**Run 1: signal wires on met2**

(1 px per micron)
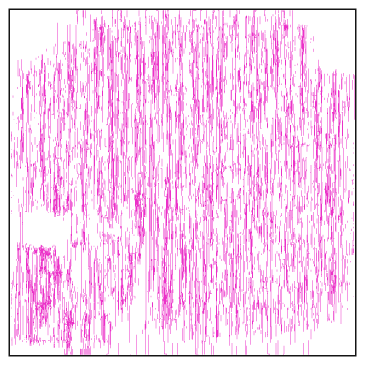
**Run 1: floorplan with the power grid**

(1 px per micron) Pins as bars on the die edge. Tap cells in grey.
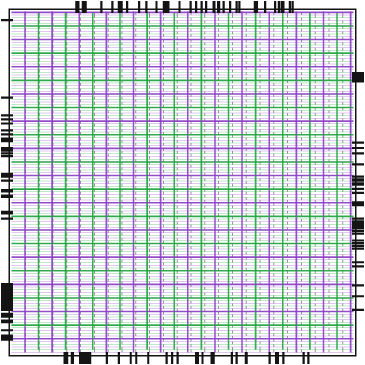
**Run 1: routed metal, one colour a layer**

(1 px per micron)
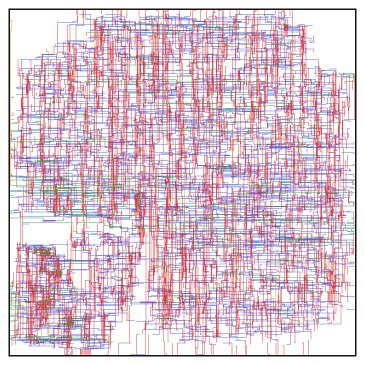
Design vdu_fetch_flat, sky130hd; sources not shown.
==> Changelog: implementation, run 1 <==
## Implementation

- Final Max Tran Viols: 0
- Layout cells sized above 1: 0.2581
- Max reg flops: ~1,000
- MI comb cells: ~800
- R2R cell count: 18
- TritonCTS clock tree: built
- Hold buffers post-CTS: 0
- Adder share: 0.01264
- Period utilization: 0.9122
- Clk buf depth: 3
- H-Tree Depth: 3
- Worst-Skew Late Latency: 0.70 ns
- Layout Nets: 2,428
- Outcome: complete, no violations
- Synth Seq Share: 0.7388
- Final hold violation count: 0
- Area grow syn2layout: 18.62%
- Final Cell Area: 51,650 sq um
- Crit end category: primary output
- Fmax: ~170 MHz
- Flop share of the area: 0.6231
- Worst hold slack: around 0.42 ns
Back to the opening pictures, 'signal wires on met2':
nets with wire on the layer = 2,205
share of all routed wire = 49%
longest straight run = 108 microns
wire length on this layer = 51.0 mm
GR Util met2: 0.2923
DR vias: 20,978

Back to the opening pictures, 'floorplan with the power grid':
VDD -> green
VSS -> purple
met5 straps = 25
signal pins = 178
Core Region: 116,400 sq um
die height: 345.1 microns
largest vdd supply drop: 198.5 uV
Die W: 345.1 microns

Back to the opening pictures, 'routed metal, one colour a layer':
met1 -> blue  # wire length 46.3 mm
met3 -> green  # wire length 4,840 microns
met2 -> red  # wire length 51.0 mm
met4 -> orange  # wire length 2,290 microns
met5 -> purple  # wire length 90.2 microns
Wirelength per Cell: 26.65 microns
final wirelength: 104,500 microns
overall routing resource usage: 0.1778

## run 1: report_power, final
part	leakage (nW)	switching (mW)	total [mW]	internal [mW]
registers	9.79	0.0352	7.95	7.91
clock network	1.76	2.75	6.50	3.75
logic	4.19	0.287	0.484	0.197
total	15.7	3.07	14.9	11.9
## run 1: through the flow
step / setup slack, ns / power, mW
after floorplan: 0.9927 / 8.349
after global placement: 0.5353 / 8.573
after detailed placement: 0.5443 / 8.583
after CTS: 0.5248 / 15.12
after global routing: 0.3838 / 15.44
final: 0.5576 / 14.93
## run 1: metal layers
metal	share of wire	up-vias	GRT usage
li1	-	9005	-
met1	0.44	11259	0.2441
met2	0.49	535	0.2923
met3	0.046	163	0.03361
met4	0.022	16	0.04437
met5	0.00086	-	0
## Run 2: what changed since run 1
- CORE_UTILIZATION: 37 -> 30
- SLEW_MARGIN: unset -> 20
**Run 2: met3 routing**

(1 px per micron) Cells faint in the background.
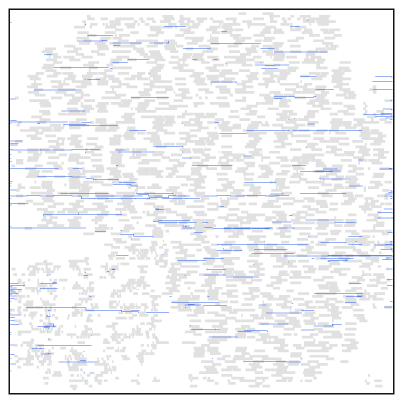
main direction = horizontal
longest straight run = 109 microns
nets with wire on the layer = 168
DR vias: 20,899
GR Util met3: 0.02501
final wirelength: 115,100 microns

==> run 2 against run 1 <==
  * The run now ends with design-rule violations left
  * Wire length grew 10%
  * Global-route usage down 2.0 points
  * Largest power group unchanged
  * Critical path type unchanged
  * Die size up 23%
  * Maximum frequency is 4.6% higher
  * Setup slack improved by 0.26 ns
  * Final cell count increased by 10%
==> Changelog: implementation, run 2 <==
## Implementation

- Outcome: complete, but fails checks
- Failing checks: design-rule violations
- Seq pwr share: 0.507
- Clock share of power: 0.460
- Crit end category: primary output
- Adder share: 0.01264
- Logic pwr share: 0.033
- Clk buf depth: 3
- Period utilization: 0.8717
- Layout cells sized above 1: 0.2885
- Core Region: about 140,000 sq um
- R2R cell count: 20
- Die W: about 380 microns
- Overall routing resource usage: 0.1574
- DR WL met3: roughly 4600 microns
- Sw frac: 0.2109
- Int Pwr: 12.37 mW
- TritonCTS clock tree: built
- Met1 global-route usage: 0.2117
- Clk. pwr: around 7.2 mW
- DRC violations left: 34
- Top power group: sequential cells
- Final Max Tran Viols: 0
- Global route hottest layer: met2
- Hold buffers post-CTS: 0
- Layout Nets: ~2,400
- Final hold violation count: 0
- Worst-Skew Late Latency: around 0.73 ns
- Die height: 383.0 microns
- Wirelength per Cell: roughly 27 microns
- Comb power: around 0.52 mW
- Net Sw Power: 3.307 mW
- Met1 WL: 51,050 microns
run 2: cell counts after synthesis:
No cell type changed its count.
run 2: cell type report:
type	count	area, sq um
Fill cell	13056	90870
Sequential cell	1095	32190
Multi-Input combinational cell	802	10810
Timing Repair Buffer	250	3296
Clock buffer	133	3104
Tap cell	1903	2381
Clock inverter	95	1015
Inverter	44	165.2
Antenna cell	2	5.005
run 2: stage by stage:
stage	std cells	instance area, sq um	setup WS (ns)	hold WS, ns
6_report	4324	52960	0.8147	0.4443
3_3_place_gp	4094	48840	0.7073	0.4267
5_1_grt	4323	52960	0.6176	0.4796
4_1_cts	4322	52950	0.6949	0.4413
3_5_place_dp	4094	48840	0.6224	0.4280
2_1_floorplan	2045	43540	0.9927	0.3736
Power is estimated from default activity; no workload was simulated.
